[src/rtl/timer_pkg.sv]
// Shared state encoding and round-robin helper for timer_sched and other
// round-robin arbiters.
package timer_pkg;

  typedef enum logic {
    ST_IDLE = 1'b0,
    ST_RUN  = 1'b1
  } state_e;

  localparam int RR_MAX_N = 16;
  localparam int RR_IDX_W = 4;

  // Returns 1 when some req bit is set. idx is the first asserted bit at or
  // after ptr, wrapping modulo n. Only the low n bits of req take part.
  function automatic logic rr_pick(
    input  logic [RR_IDX_W-1:0] ptr,
    input  logic [RR_MAX_N-1:0] req,
    input  int                  n,
    output logic [RR_IDX_W-1:0] idx
  );
    logic              found;
    logic [RR_IDX_W:0] j;
    found = 1'b0;
    idx   = '0;
    for (int i = 0; i < RR_MAX_N; i++) begin
      j = {1'b0, ptr} + (RR_IDX_W + 1)'(i);
      if (j >= (RR_IDX_W + 1)'(n)) begin
        j = j - (RR_IDX_W + 1)'(n);
      end
      if (!found && (i < n) && req[j[RR_IDX_W-1:0]]) begin
        found = 1'b1;
        idx   = j[RR_IDX_W-1:0];
      end
    end
    return found;
  endfunction

endpackage

[src/rtl/timer_sched_countdown.sv]
// Countdown block: loads on put, decrements to zero and holds there.
// A clear has lower priority than put.
module timer_sched_countdown #(
  parameter int W = 8
) (
  input  logic         clock,
  input  logic         reset,
  input  logic         put,
  input  logic [W-1:0] put_value,
  input  logic         clear,
  output logic [W-1:0] count
);

  logic [W-1:0] count_q;
  logic [W-1:0] count_d;

  always_comb begin
    count_d = count_q;
    if (put) begin
      count_d = put_value;
    end else if (clear) begin
      count_d = '0;
    end else if (count_q != '0) begin
      count_d = count_q - W'(1);
    end
  end

  always_ff @(posedge clock) begin
    if (reset) begin
      count_q <= '0;
    end else begin
      count_q <= count_d;
    end
  end

  assign count = count_q;

endmodule

[src/rtl/timer_sched.sv]
// Round-robin sharing of one countdown timer between N requesters.
// Optional macro TIMER_SCHED_CANCEL_EN adds a per-requester cancel input.
module timer_sched
  import timer_pkg::*;
#(
  parameter int N  = 4,
  parameter int W  = 8,
  parameter int IW = $clog2(N)
) (
  input  logic           clock,
  input  logic           reset,
  input  logic [N-1:0]   req,
  input  logic [N*W-1:0] value,
`ifdef TIMER_SCHED_CANCEL_EN
  input  logic [N-1:0]   cancel,
`endif
  output logic [N-1:0]   grant,
  output logic [N-1:0]   done,
  output logic           busy,
  output logic [IW-1:0]  owner
);

  state_e        state_q, state_d;
  logic [N-1:0]  grant_q, grant_d;
  logic [N-1:0]  done_q, done_d;
  logic          busy_q, busy_d;
  logic [IW-1:0] owner_q, owner_d;
  logic [IW-1:0] ptr_q, ptr_d;

  logic [RR_IDX_W-1:0] pick_idx;
  logic                pick_found;
  logic [IW-1:0]       pick_k;
  logic [W-1:0]        pick_value;

  logic         cd_put;
  logic [W-1:0] cd_put_value;
  logic         cd_clear;
  logic [W-1:0] count;
  logic         expire;
  logic         cancel_hit;

  // A count of 1 means the delay elapses on this edge.
  assign expire = (count == W'(1));

`ifdef TIMER_SCHED_CANCEL_EN
  assign cancel_hit = cancel[owner_q];
`else
  assign cancel_hit = 1'b0;
`endif

  always_comb begin
    pick_idx     = '0;
    pick_found   = rr_pick(RR_IDX_W'(ptr_q), RR_MAX_N'(req), N, pick_idx);
    pick_k       = IW'(pick_idx);
    pick_value   = value[int'(pick_k)*W +: W];

    state_d      = state_q;
    grant_d      = '0;
    done_d       = '0;
    busy_d       = busy_q;
    owner_d      = owner_q;
    ptr_d        = ptr_q;
    cd_put       = 1'b0;
    cd_put_value = '0;
    cd_clear     = 1'b0;

    case (state_q)
      ST_IDLE: begin
        if (pick_found) begin
          grant_d[pick_k] = 1'b1;
          owner_d         = pick_k;
          busy_d          = 1'b1;
          state_d         = ST_RUN;
          cd_put          = 1'b1;
          // A zero delay behaves like a one-cycle delay.
          cd_put_value    = (pick_value == '0) ? W'(1) : pick_value;
          ptr_d           = (pick_k == IW'(N - 1)) ? '0 : pick_k + 1'b1;
        end
      end
      ST_RUN: begin
        if (expire) begin
          done_d[owner_q] = 1'b1;
          busy_d          = 1'b0;
          state_d         = ST_IDLE;
        end else if (cancel_hit) begin
          busy_d   = 1'b0;
          state_d  = ST_IDLE;
          cd_clear = 1'b1;
        end
      end
      default: begin
        state_d = ST_IDLE;
        busy_d  = 1'b0;
      end
    endcase
  end

  always_ff @(posedge clock) begin
    if (reset) begin
      state_q <= ST_IDLE;
      grant_q <= '0;
      done_q  <= '0;
      busy_q  <= 1'b0;
      owner_q <= '0;
      ptr_q   <= '0;
    end else begin
      state_q <= state_d;
      grant_q <= grant_d;
      done_q  <= done_d;
      busy_q  <= busy_d;
      owner_q <= owner_d;
      ptr_q   <= ptr_d;
    end
  end

  timer_sched_countdown #(.W(W)) u_countdown (
    .clock     (clock),
    .reset     (reset),
    .put       (cd_put),
    .put_value (cd_put_value),
    .clear     (cd_clear),
    .count     (count)
  );

  assign grant = grant_q;
  assign done  = done_q;
  assign busy  = busy_q;
  assign owner = owner_q;

endmodule

[config.mk]
export PLATFORM = sky130hd
export DESIGN_NAME = timer_sched
export DESIGN_NICKNAME = d
export VERILOG_FILES = /design/src/rtl/timer_pkg.sv /design/src/rtl/timer_sched_countdown.sv /design/src/rtl/timer_sched.sv
export SDC_FILE = /design/constraint.sdc
export NUM_CORES = 1
export LEC_CHECK = 0
export CAP_MARGIN = 20
export CORE_AREA = 2 2 66 56
export DETAILED_ROUTE_END_ITERATION = 8
export DIE_AREA = 0 0 68 58
export HOLD_SLACK_MARGIN = 0.05
export PLACE_DENSITY = 0.84
export SLEW_MARGIN = 20
export SYNTH_ARGS = -nofsm -noshare
export SYNTH_HDL_FRONTEND = slang
export SYNTH_SLANG_ARGS = --single-unit
[constraint.sdc]
create_clock -name clock -period 7.7 [get_ports clock]
set_input_delay 1.54 -clock clock [delete_from_list [all_inputs] [get_ports clock]]
set_output_delay 1.54 -clock clock [all_outputs]
set_load 0.05 [all_outputs]
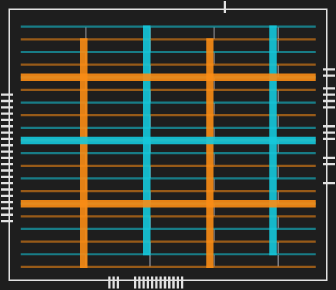
(images/power_grid.png)
Pins as bars on the die edge. Tap cells in grey.
- VDD: cyan
- VSS: orange
- met1 rails: 20
- met4 straps: 4
height of the chip: 58 µm
Die X-Extent: 68 µm

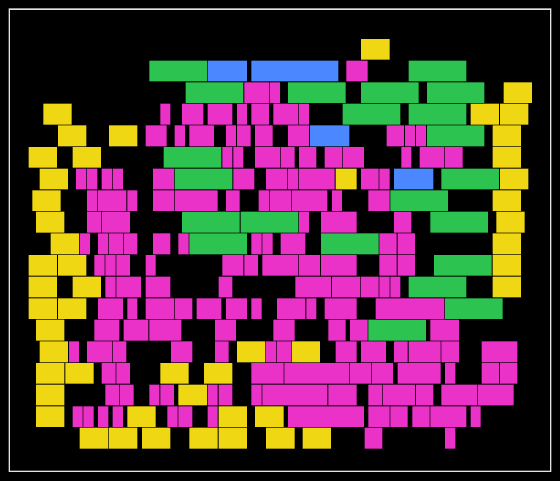
(images/placement_by_type.png)
- clock drivers and dummy loads: blue (cells 4; share of their area 3.4%)
- combinational and other logic: magenta (cells 159; share of their area 53%)
- remaining buffers and delay cells: yellow (cells 49; share of their area 23%)
- sequential cells: green (cells 22; share of their area 21%)
cell row count: 19
flop share of the area: 20.4%

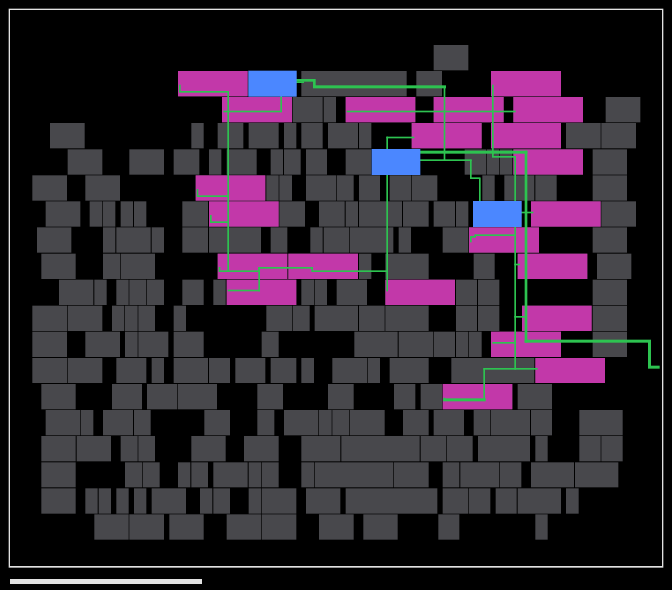
(images/clk_routes.png)
Scale bar: 20 µm.
- flip-flops: magenta (count 22)
- clock drivers: blue (count 3)
- clock wires: green (length 253 µm)
- routed clock nets: 4
Late-Pin Clk Latency: 260 ps
setup skew after layout: 4.18 ps
share of power burned in the clock network: 12.3%
Clk. pwr: 0.000105 W

==> impl_results.rst <==
Flow metrics
------------

.. list-table::
   :header-rows: 1

   * - Metric
     - Value
   * - Yosys stat chip area
     - 1610 µm²
   * - Power of the combinational group
     - roughly 0.00056 W
   * - Fin cells
     - about 280
   * - Power dissipated in sequential cells
     - around 0.00019 W
   * - Global routing met1 resource utilization
     - 30.2%
   * - Data required time at the worst endpoint
     - around 7900 ps
   * - Area of all sequential standard cells
     - 440 µm²
   * - CP arrival
     - 4870 ps
   * - Critical-path top delay cell
     - o2bb2ai_1
   * - Non-clock buffering overhead in the final layout
     - 22.6%
   * - Final cycle utilization of the critical path
     - 60.9%
   * - Worst IR Drop VDD
     - 0.000194 V
   * - Global-route met2 utilization
     - approximately 33%
   * - Routability-driven placement congestion ratio
     - 0.889
   * - Wire length reported by the detailed router
     - 3690 µm
   * - Portion of total power attributed to sequential cells
     - 22.0%
   * - Final total power
     - between 0.0008 and 0.0009 W
   * - Clock edge transition at the registers on the reported setup and hold paths
     - 80 ps
   * - Combinational share of cell area
     - 49.9%
   * - Mux frac, synth
     - 7.70%
   * - Number of filler instances in the final layout
     - 280
   * - Net switching power
     - between 0.0004 and 0.0005 W
   * - Multi-input logic cell count
     - 153
   * - Relative max-transition margin
     - approximately a third
   * - Power Internal
     - ~0.00045 W
   * - Critical path class
     - in -> reg
   * - Wire length of the first global-routing pass
     - 6530 µm
   * - Area share, top type
     - between 20% and 30%
   * - Tool Warnings
     - 33
   * - Adder Area Share
     - approximately 7.8%
   * - Met3 routed WL
     - 237 µm
   * - Leftover overflow at the end of global routing
     - 0
   * - Cell types with the highest counts after synthesis
     - nand2_1, dfxtp_1, nor2_1
   * - Num tapcells
     - around 42
   * - Detail Route met2 WL
     - about 1700 µm
   * - Chip footprint
     - 3940 µm²
   * - Critical register-to-register path startpoint
     - ptr_q[0]$_SDFFE_PP0P_
   * - Worst setup slack before clock tree synthesis
     - 2810 ps
   * - Final core occ
     - 65.9%
   * - Synth Net Count
     - about 240
   * - Most numerous cell in the Yosys netlist
     - nand2_1
   * - Maximum number of pins on one net before global-route repair
     - 19
   * - Proportion of synthesized chip area in sequential cells
     - between 20 and 30%
   * - Timing endpoint of the critical path
     - u_countdown.count[0]$_SDFFE_PP0P_
   * - Diode count
     - 0
   * - Source of the critical timing path
     - req[2]
   * - Distinct lib cells
     - 46
   * - Post-detailed-placement half-perimeter wirelength
     - 2900 µm
   * - Capturing point of the worst reg2reg path
     - u_countdown.count[0]$_SDFFE_PP0P_
   * - Time the worst path needs with I/O delays and setup
     - 4690 ps
   * - Result of the run
     - finished clean
   * - FF-to-FF setup slack
     - 3730 ps
   * - Average routed wire per standard cell
     - 13.4 µm
   * - Clock tree from TritonCTS
     - built
   * - Logic cell area
     - 1080 µm²
   * - Final-layout clock buffer total
     - 3
   * - Starting density of the core
     - 49.0%
   * - Post-synthesis async set-or-reset flop share
     - 0%
   * - Combinational share of power
     - 65.7%
   * - Post-DRT Antenna Nets
     - 0
   * - Buffers, non-clock
     - 49
   * - Number of flip-flops and latches
     - 22
   * - Endpoint type of the worst setup path
     - flop
   * - Initial antenna violation count
     - 0
   * - Family with the most delay on the worst path
     - AND-OR/OR-AND gates
   * - Flip-flops with a built-in enable
     - 0
   * - Hold-critical path depth
     - 1
   * - Total count of max-transition violations in the final report
     - 0
   * - Switching portion of total power
     - 47.8%
   * - # IOs
     - 49
   * - Power Dens Cells
     - 396 nW/µm²
   * - Static power due to leakage
     - 0.864 nW
   * - Length in cells of the worst reg-to-reg path
     - 10
   * - Post-Synthesis Cell Area
     - 1610 µm²
   * - Count of placed standard cells including taps
     - about 270
   * - Crit path cell chain
     - clkdlybuf4s50_1 > mux2_2 > nand3_1 > a31oi_1 > o2bb2ai_1 > inv_1 > a211o_1 > a222oi_1 > nand4_1 > a311oi_2
   * - Largest power group
     - combinational cells
   * - Fmax
     - 213 MHz
   * - Design area
     - 2160 µm²
   * - Number of DRC markers after the initial detailed-route iteration
     - approximately 140
   * - Maximum fanout along the worst path
     - 14
   * - Setup slack after layout
     - roughly 3000 ps
   * - Hold Slack
     - around 480 ps
   * - Logic family by area
     - simple AND/OR/NAND/NOR gates
   * - Number of buffers created by CTS
     - 3
   * - Residual DRC count
     - 0
   * - Unrepaired setup endpoints after global routing
     - no
   * - Cell area after placement
     - 2090 µm²
   * - CTS hold repair buffers
     - 0
   * - Number of flip-flops in the largest register
     - 8
   * - Clock Sinks
     - 22
   * - Max Used Layer
     - met4
   * - Cell at the root of the clock tree
     - clkbuf_8
   * - Capture endpoint of the worst hold path
     - busy$_SDFFE_PP0P_
   * - WL met1
     - roughly 1800 µm
   * - Bufs and invs on worst path
     - 2
   * - Number of levels the H-tree was split into
     - 1
   * - Source of the worst hold timing path
     - busy$_SDFFE_PP0P_
   * - Most frequent standard cell in the layout excluding fill and tap cells
     - clkdlybuf4s50_1
   * - Number of instances resized during post-cts repair
     - 0
   * - Layer with the highest usage after global routing
     - met2
   * - Detailed-router iteration count before antenna repair
     - 4
   * - Path type of the worst min-delay path
     - reg -> reg
   * - Ao+oa area frac
     - 21.1%
   * - Dominant logic cell types in the final layout
     - clkdlybuf4s50_1, nand2_1, dfxtp_1, nor2_1
   * - Post-Synth XOR/XNOR Area
     - 3.27%
   * - Layout area overhead
     - 34.3%
   * - Count of nets after finishing
     - 283
   * - Critical path startpoint category
     - input port
   * - Cell depth of the worst setup path
     - 10
   * - Count of final hold-check violations
     - 0
   * - Warnings from Yosys
     - 0
   * - Primary FF master, synth
     - dfxtp_1
   * - Final-layout setup total negative slack
     - 0 ps
   * - Simple-gate area share of the yosys netlist
     - 27.2%
   * - Count of endpoints failing setup in the final report
     - 0
   * - Via-per-instance ratio
     - 5.74
   * - # port buffers
     - 48
   * - Tot GR Track Use
     - 21.3%
   * - Synthesis-stage register bit count
     - 22
   * - Max-capacitance violation count
     - 0
   * - Layout cell share with drive strength beyond 1
     - 6.84%
   * - Core Area
     - between 3000 and 4000 µm²
   * - Met3 demand-to-capacity share in global routing
     - under 10%
   * - Syn Inst Count
     - 191
   * - Count of buffers added by post-CTS timing repair for setup
     - 0
   * - Pin slew with the least headroom to its limit
     - 1000 ps
   * - Clock network area share
     - approximately 3.3%
Power and IR drop assume default switching activity.
